--- config.mk ---
export PLATFORM = sky130hd
export DESIGN_NAME = fifo
export DESIGN_NICKNAME = d
export VERILOG_FILES = /design/src/rtl/fifo.sv
export SDC_FILE = /design/constraint.sdc
export NUM_CORES = 1
export LEC_CHECK = 0
export CAP_MARGIN = 25
export CORE_MARGIN = 2
export CORE_UTILIZATION = 45
export DETAILED_ROUTE_END_ITERATION = 12
export PLACE_DENSITY = 0.69
export SYNTH_ARGS = -nofsm -noshare
export SYNTH_HDL_FRONTEND = slang
export SYNTH_SLANG_ARGS = --single-unit
--- constraint.sdc ---
create_clock -name SYSCLK -period 2.5 [get_ports SYSCLK]
set_clock_uncertainty 0.2 [all_clocks]
set_input_delay 0.5 -clock SYSCLK [delete_from_list [all_inputs] [get_ports SYSCLK]]
set_output_delay 0.5 -clock SYSCLK [all_outputs]
set_load 0.1 [all_outputs]
--- src/rtl/fifo.sv ---
`default_nettype none
// ============================================================================
//  Module   : fifo
//  Brief    : Single-clock byte FIFO with FULL/EMPTY flags and registered
//             read data; overflow writes and underflow reads are dropped.
//  Revision : 1.0 - initial release
// ============================================================================
module fifo #(
    parameter int WIDTH = 8,
    parameter int DEPTH = 4     // power of two, >= 2
) (
    input  logic             SYSCLK,
    input  logic             RST_B,
    input  logic             WR_EN,
    input  logic             RD_EN,
    input  logic [WIDTH-1:0] FIFO_IN,
    output logic             FULL,
    output logic             EMPTY,
    output logic [WIDTH-1:0] FIFO_OUT
);

    localparam int                c_ADDR_W   = $clog2(DEPTH);
    localparam logic [c_ADDR_W:0] c_FULL_CNT = (c_ADDR_W + 1)'(DEPTH);

    logic [WIDTH-1:0]    r_mem [DEPTH];
    logic [c_ADDR_W-1:0] r_wr_ptr;
    logic [c_ADDR_W-1:0] r_rd_ptr;
    logic [c_ADDR_W:0]   r_count;
    logic [WIDTH-1:0]    r_fifo_out;
    logic                w_wr_acc;
    logic                w_rd_acc;

    // A write into a full buffer is legal only when a read frees the slot
    // on the same edge.
    always_comb begin
        w_rd_acc = RD_EN && !EMPTY;
        w_wr_acc = WR_EN && (!FULL || w_rd_acc);
    end

    assign FULL     = (r_count == c_FULL_CNT);
    assign EMPTY    = (r_count == '0);
    assign FIFO_OUT = r_fifo_out;

    always_ff @(posedge SYSCLK or negedge RST_B) begin
        if (!RST_B) begin
            r_wr_ptr   <= '0;
            r_rd_ptr   <= '0;
            r_count    <= '0;
            r_fifo_out <= '0;
        end else begin
            if (w_wr_acc) begin
                r_wr_ptr <= r_wr_ptr + 1'b1;
            end
            if (w_rd_acc) begin
                r_rd_ptr   <= r_rd_ptr + 1'b1;
                r_fifo_out <= r_mem[r_rd_ptr];
            end
            case ({w_wr_acc, w_rd_acc})
                2'b10:   r_count <= r_count + 1'b1;
                2'b01:   r_count <= r_count - 1'b1;
                default: ;
            endcase
        end
    end

    // Storage is deliberately left unreset; only entries below the count are read.
    always_ff @(posedge SYSCLK) begin
        if (w_wr_acc) begin
            r_mem[r_wr_ptr] <= FIFO_IN;
        end
    end

endmodule
`default_nettype wire

**Run 1: signal wires on met1**

The bar under the picture is 20 um long. Supply wires on this layer in gray. Cells faint in the background.
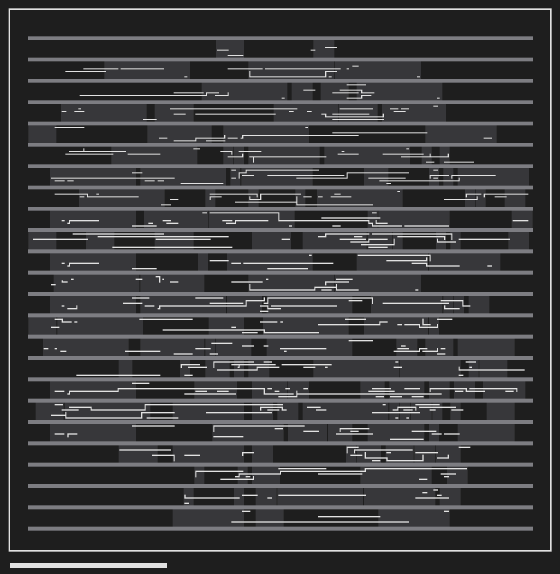
- nets with wire on the layer: 134
- longest straight run: 22.5 um
- wire length on this layer: 1250 um
- share of all routed wire: 42%
M1 GR Usage: 18.7%
WL final: 2.98 mm

**Run 1: close-up of the layout**

The bar under the picture is 10 um long. Region (14, 1) to (54, 41) um. Cells in gray, sequential cells in the stronger gray; small squares are vias.
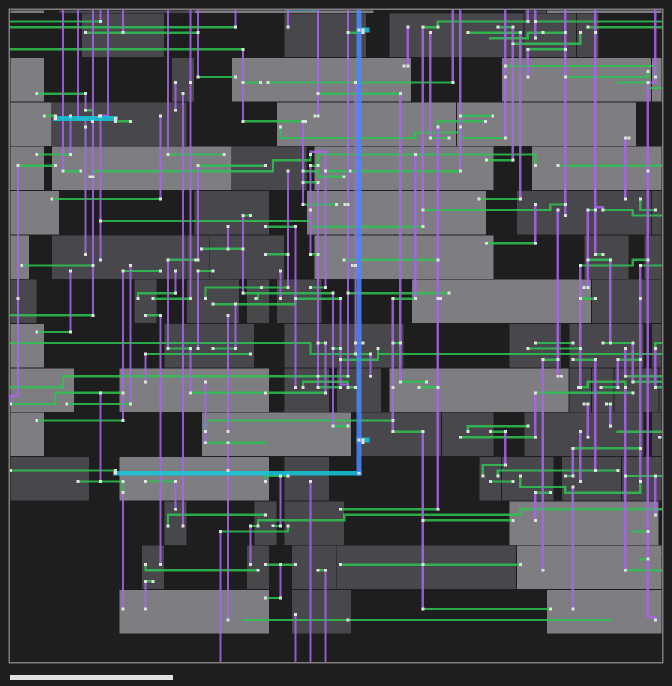
- cyan: M3
- purple: M2
- green: M1
- blue: M4
- netlist names of flops here include: r_mem (9), FIFO_OUT (3), r_count (3)
- most frequent: dfrtp_1 (9), edfxtp_1 (9), nand2_1 (7)
- cells with their middle in the window: 65
- sequential cells in the window: 18

**Run 1: cells by drive strength**

The bar under the picture is 20 um long.
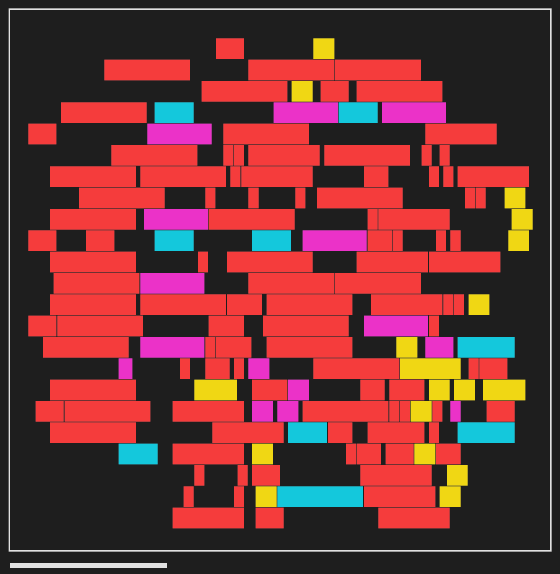
- red: x1 and smaller (cells 105)
- yellow: x3 and x4 (cells 18)
- magenta: x2 (cells 15)
- cyan: x6 and larger (cells 9)
Non-CTS buffers: 28
area grow syn2layout: 23.2%
final setup margin: 0.196 ns
cell area after layout: 0.00233 sq mm

[run 1: worst paths after layout]
path / to / slack (ns) / cells after the start
min in group asynchronous: r_rd_ptr[0] / 0.40 / 1
setup / recovery: r_count[2] / 0.20 / 9
setup reg to reg: r_count[2] / 0.20 / 9
max in group asynchronous: FIFO_OUT[4] / 1.25 / 1
hold / removal: FIFO_OUT[6] / 0.28 / 2
hold reg to reg: FIFO_OUT[6] / 0.28 / 2
[run 1: worst register-to-register path: stages, from the launching register on]
cell     delay, ns
dfrtp_1       0.38
or3b_1        0.42
o21a_4        0.21
inv_1         0.05
ha_1          0.16
inv_1         0.05
fa_1          0.37
xor2_1        0.15
nor2_1        0.11
xor2_1        0.15
[run 1: per-layer routing]
layer | vias to the layer above | GRT usage (%) | routed length, um
li1 | 462 | - | -
met1 | 481 | 18.7 | 1250
met2 | 21 | 24.4 | 1530
met3 | 6 | 5.36 | 139
met4 | 0 | 7.35 | 60
met5 | - | 0 | 0
[run 1: cell families (layout without fill, tap and decap cells)]
group / Yosys count / count (layout) / share of synthesized area, %
AOI/OAI and AO/OA: 2 / 2 / 1.92
xor gates and xnor gates: 6 / 6 / 2.78
adders and majority gates: 6 / 6 / 4.36
buffers and inverters: 10 / 44 / 2.05
DFF: 47 / 47 / 70.6
muxes: 10 / 10 / 10.8
and+or+nand+nor: 32 / 32 / 7.47
[run 1: cell usage in the layout, fill, tap and decap left out, types with 2 or more instances in the layout]
cell type,count
and2_2,4
buf_12,2
buf_4,15
clkbuf_8,6
clkdlybuf4s50_1,11
dfrtp_1,15
edfxtp_1,32
ha_1,5
inv_1,7
mux4_2,8
nand2_1,25
xnor2_1,4
xor2_1,2
[run 1: registers in the layout, summed over array words and instances (netlist names)]
name,flops
FIFO_OUT,8
r_mem,32
r_rd_ptr,2
r_wr_ptr,2
r_count,3
[run 1: area by class of cell]
class                   instances  area, sq um  area share [%]
clock buffers                   6         82.6            3.54
repair buffers                 28          263            11.3
inverters                       8         30.0            1.29
well taps                      50         62.6            2.68
clock inverters                 2         35.0            1.50
flip-flops and latches         47         1340            57.3
multi-input cells              56          523            22.4
[run 1: synthesized netlist by cell type, drive strengths merged]
cell | instances | area (sq um)
xor2 | 2 | 17.5
xnor2 | 4 | 35.0
or3b | 1 | 8.76
mux2 | 1 | 15.0
edfxtp | 32 | 961
ha | 5 | 62.6
and2 | 4 | 30.0
mux2i | 1 | 10.0
fa | 1 | 20.0
nor3 | 1 | 5.00
nand2 | 25 | 93.8
dfrtp | 15 | 375
clkbuf | 1 | 3.75
mux4 | 8 | 180
o31ai | 1 | 21.3
buf | 1 | 5.00
inv | 8 | 30.0
o21a | 1 | 15.0
nor2 | 1 | 3.75
==> impl_metrics.py, run 1 <==
# Physical implementation metrics
metrics = {
    "synth": {
        "syn_nets": 131,
        "ys_cells": 113,
        "synthesis.yosys.warnings": 0,
        "syn_area_sq_mm": 0.00189,
        "avgSynthCellArea_sq_um": 16.8,
        "ys_ff": 47,
        "synth_cell_types": 20,
        "ys_seq_share_pct": 70.6,
        "synth_cells": 113,
        "yosys_area_sq_mm": 0.00189,
    },
    "grt": {
        "grt_usage_pct": 15.3,
        "grt_max_degree": 16,
        "antenna_found_initial": 0,
        "grt_pass1_wl_mm": 4.75,
        "first_global_vias": 977,
        "overflow": 0,
    },
    "clock_tree": {
        "cts_resized": 0,
        "cts_root_buf": "clkbuf_8",
        "cts_made_buffers": 5,
        "cts_tree": "yes",
        "postCtsHoldBufs": 0,
        "cts_buffer_depth": 2,
        "clk_pin_slew_ns": 0.08,
        "clock_latency_ns": 0.31,
        "cts_setup_buffers": 0,
        "h-tree-depth": 2,
        "cts.sinks": 47,
    },
    "timing": {
        "hold_slack_ns": 0.278,
        "post-route-min-period_ns": 2.30,
        "drv_slew": 0,
        "slew_headroom_pct": 54.3,
        "timing.setup.tns_ns": 0,
        "setup_viol": 0,
        "rsz0062_at_grt": "no",
        "tightest_slew_ns": 0.684,
        "fin_crit_sh_pct": 92.2,
        "timing.fmax_mhz": 434,
        "hold_viol_final": 0,
    },
    "finish": {
        "nNetsFinal": 164,
        "drive_gt1_share_pct": 28.6,
        "fillers": 332,
        "n_antenna_cell": 0,
        "utilization_pct": 57.9,
        "final_cell_count_no_fill": 197,
    },
    "route": {
        "vias": 970,
        "drtIter0Drc": 44,
        "ant_nets": 0,
        "via_per_inst": 4.92,
        "wl_per_cell_um": 15.1,
        "drc": 0,
        "firstDrtPassIters": 4,
    },
    "setup_path": {
        "cpMaxStageDelayCell": "or3b_1",
        "crit_path_end_kind": "flip-flop",
        "critPathTopFamily": "adder cells",
        "worstSetupPathType": "flip-flop to flip-flop",
        "path_cells": "or3b_1 > o21a_4 > inv_1 > ha_1 > inv_1 > fa_1 > xor2_1 > nor2_1 > xor2_1",
        "cp.required_ns": 2.53,
        "crit_buf_inv": 2,
        "critPathLaunch": "r_count[0]",
        "worstPathArrival_ns": 2.33,
        "critPathMaxStageDelay_ns": 0.42,
        "cp-start-kind": "flip-flop",
        "path_max_fanout": 2,
        "reg2reg_from": "r_count[0]",
    },
    "place": {
        "portBuffers": 21,
        "place_congestion": 0.669,
        "dp_slack_ns": -0.0267,
        "place_area_sq_mm": 0.00221,
        "dp_hpwl_mm": 2.05,
        "dp_cells": 189,
    },
    "die": {
        "fp-utilization_pct": 47.0,
        "die_h_um": 68.9,
        "die-area_sq_mm": 0.00474,
        "io_pins": 22,
        "fp.dieW_um": 68.9,
        "num_rows": 23,
        "placeableCoreArea_sq_mm": 0.00403,
    },
    "min_path": {
        "hold_path_class": "flip-flop to flip-flop",
        "hold_start": "FIFO_OUT[6]",
    },
    "run": {
        "maxCapViolCount": 0,
        "warnings": 29,
    },
    "outcome": {
        "status": "finished clean",
    },
}
**Run 1: the metal 2 layer**

The bar under the picture is 20 um long. Cells faint in the background.
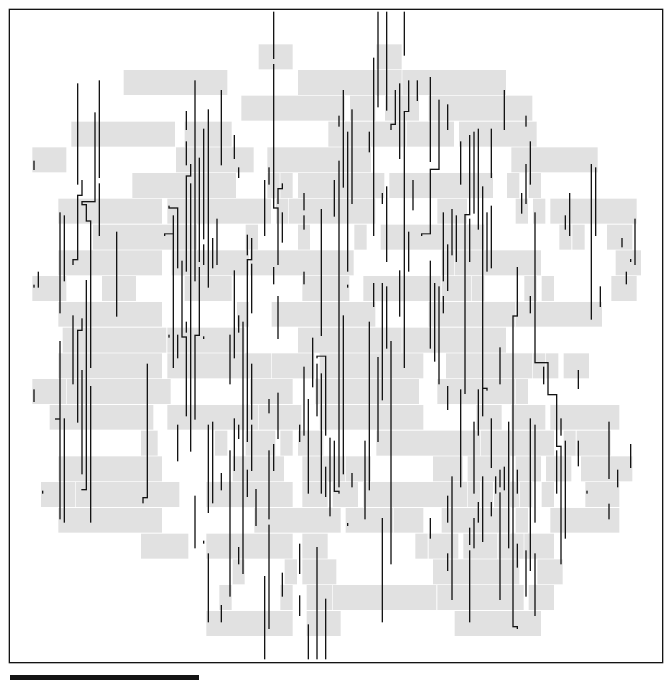

--- run 2 (diff from run 1) ---
--- a/config.mk
+++ b/config.mk
@@ -8,3 +8,2 @@
 export CAP_MARGIN = 25
-export CORE_MARGIN = 2
 export CORE_UTILIZATION = 45
==> constraint.sdc (replaced) <==
create_clock -name SYSCLK -period 2.5 [get_ports SYSCLK]
set_clock_uncertainty 0.2 [all_clocks]
set_input_delay 0.375 -clock SYSCLK [delete_from_list [all_inputs] [get_ports SYSCLK]]
set_output_delay 0.375 -clock SYSCLK [all_outputs]
set_load 0.1 [all_outputs]
**Run 2: the metal 2 layer**

The bar under the picture is 20 um long. Cells faint in the background.
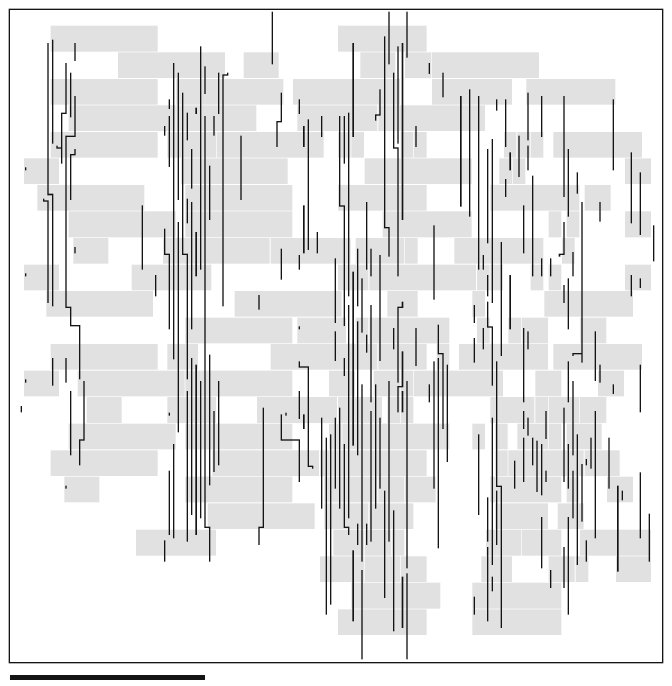
- wire length on this layer: 1590 um
- share of all routed wire: 51%
- main direction: vertical
- nets with wire on the layer: 142
met2 Resource Use GR: 30.6%
WL final: 3.13 mm

**Run 2: cells by drive strength**

The bar under the picture is 20 um long.
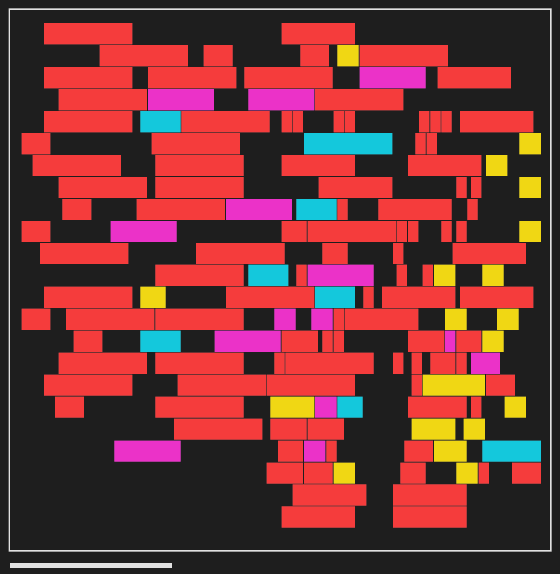
- red: x1 and smaller (cells 104)
- yellow: x3 and x4 (cells 19)
- cyan: x6 and larger (cells 8)
- magenta: x2 (cells 14)
final setup margin: 0.117 ns
area grow syn2layout: 21.8%
cell area after layout: 0.00231 sq mm

==> run 2 against run 1 <==
Net effect: final cell count fell by 1.0%; sequential share of layout area rose by 0.65 points; worst setup slack got worse by 0.079 ns; wire length rose by 5.2%; area after synthesis did not move; final area fell by 1.1%; hold slack improved by 0.0050 ns; first-iteration DRC count rose by 27%; critical path type unchanged; count of clock-buffer cells in the layout fell by 1.
==> impl_metrics.py, run 2 <==
# Physical implementation metrics
metrics = {
    "synth": {
        "synthesis.yosys.warnings": 0,
        "yosys.area.top_type": "edfxtp_1",
        "edf_count": 32,
        "async_reset_ff_share_pct": 31.9,
        "most_common_cell": "edfxtp_1",
        "synth_cell_types": 20,
        "ys_cells": 113,
        "syn_nets": 131,
        "yosys_area_sq_mm": 0.00189,
        "ys_ff": 47,
        "avgSynthCellArea_sq_um": 16.8,
        "synth_cells": 113,
    },
    "clock_tree": {
        "cts_root_buf": "clkbuf_8",
        "postCtsHoldBufs": 0,
        "cts_setup_buffers": 0,
        "clk_pin_slew_ns": 0.09,
        "clock_latency_ns": 0.29,
        "h-tree-depth": 2,
    },
    "die": {
        "io_pins": 22,
        "placeableCoreArea_sq_mm": 0.00403,
        "die_h_um": 66.9,
        "die-area_sq_mm": 0.00447,
        "fp-utilization_pct": 47.0,
    },
    "route": {
        "via_per_inst": 5.01,
        "firstDrtPassIters": 4,
        "vias": 976,
        "ant_nets": 0,
        "drc": 0,
    },
    "place": {
        "dp_slack_ns": -0.0176,
        "place_congestion": 0.689,
        "place_area_sq_mm": 0.00219,
        "dp_hpwl_mm": 2.25,
    },
    "outcome": {
        "status": "finished clean",
    },
    "run": {
        "maxCapViolCount": 0,
        "warnings": 29,
    },
    "setup_path": {
        "reg2reg_from": "r_count[0]",
        "r2r-end": "r_count[2]",
        "path_max_fanout": 7,
        "cp-start-kind": "flip-flop",
        "worstSetupPathType": "flip-flop to flip-flop",
        "cp.required_ns": 2.53,
        "r2r_cells": 9,
    },
    "finish": {
        "n_antenna_cell": 0,
        "lay_top_cells": "edfxtp_1, nand2_1, dfrtp_1",
        "largest_reg_flops": 32,
        "utilization_pct": 57.2,
        "lay_top_count": "edfxtp_1",
    },
    "timing": {
        "post-route-min-period_ns": 2.38,
        "timing.setup.tns_ns": 0,
        "slew_headroom_pct": 54.5,
        "drv_slew": 0,
        "setup_viol": 0,
        "fin_crit_sh_pct": 95.3,
        "hold_viol_final": 0,
        "timing.fmax_mhz": 420,
    },
    "grt": {
        "first_global_vias": 1076,
        "antenna_found_initial": 0,
    },
    "min_path": {
        "hold_path_class": "input pin to async pin",
    },
}
==> run 2: cell counts after synthesis <==
No cell type changed its count.
==> run 2: kinds of logic after synthesis <==
kind of cell	Yosys count	synth area share (%)
AND-OR/OR-AND	2	1.92
XOR/XNOR	6	2.78
adder cells (fa/ha/maj)	6	4.36
buffers and inverters	10	2.05
flip-flops	47	70.6
multiplexers	10	10.8
AND/OR/NAND/NOR	32	7.47
==> run 2: critical path, stage by stage (launching register included) <==
cell and delay (ns):
dfrtp_1 0.39, or3b_4 0.40, o21a_4 0.23, inv_1 0.06, ha_1 0.17, inv_1 0.06, fa_1 0.37, xor2_1 0.15
nor2_1 0.12, xor2_1 0.15
==> run 2: metrics by stage <==
step / cells
after global placement: 187
after detailed placement: 187
final: 195
after CTS: 195
after floorplan: 113
after global routing: 195
==> run 2: layout make-up <==
| class | count | area, sq um | share of cell area [%] |
|---|---|---|---|
| clock inverters | 3 | 47.5 | 2.06 |
| clock buffers | 5 | 68.8 | 2.98 |
| repair buffers | 26 | 235 | 10.2 |
| well taps | 50 | 62.6 | 2.71 |
| inverters | 8 | 30.0 | 1.30 |
| multi-input cells | 56 | 526 | 22.8 |
| flip-flops and latches | 47 | 1340 | 57.9 |
==> run 2: layer usage <==
layer  track usage (%)  vias to the layer above  part of all wire (%)
met4              7.98                        0                   1.4
li1                  -                      459                     -
met3              3.60                        5                   3.9
met2              30.6                       27                    51
met5                 0                        -                     0
met1              20.3                      485                    44
==> run 2: timing repair <==
item	CTS	global route
hold endpoints to repair	0	0
gates resized	0	1
endpoints found under the setup margin	0	1
==> run 2: worst max path at each step <==
stage / end / slack [ns]
after floorplan: r_count[2] / 0.14
after global placement: r_count[2] / 0.06
after detailed placement: r_count[2] / -0.02
after CTS: r_count[2] / 0.09
after global routing: r_count[2] / 0.02
final: r_count[2] / 0.12
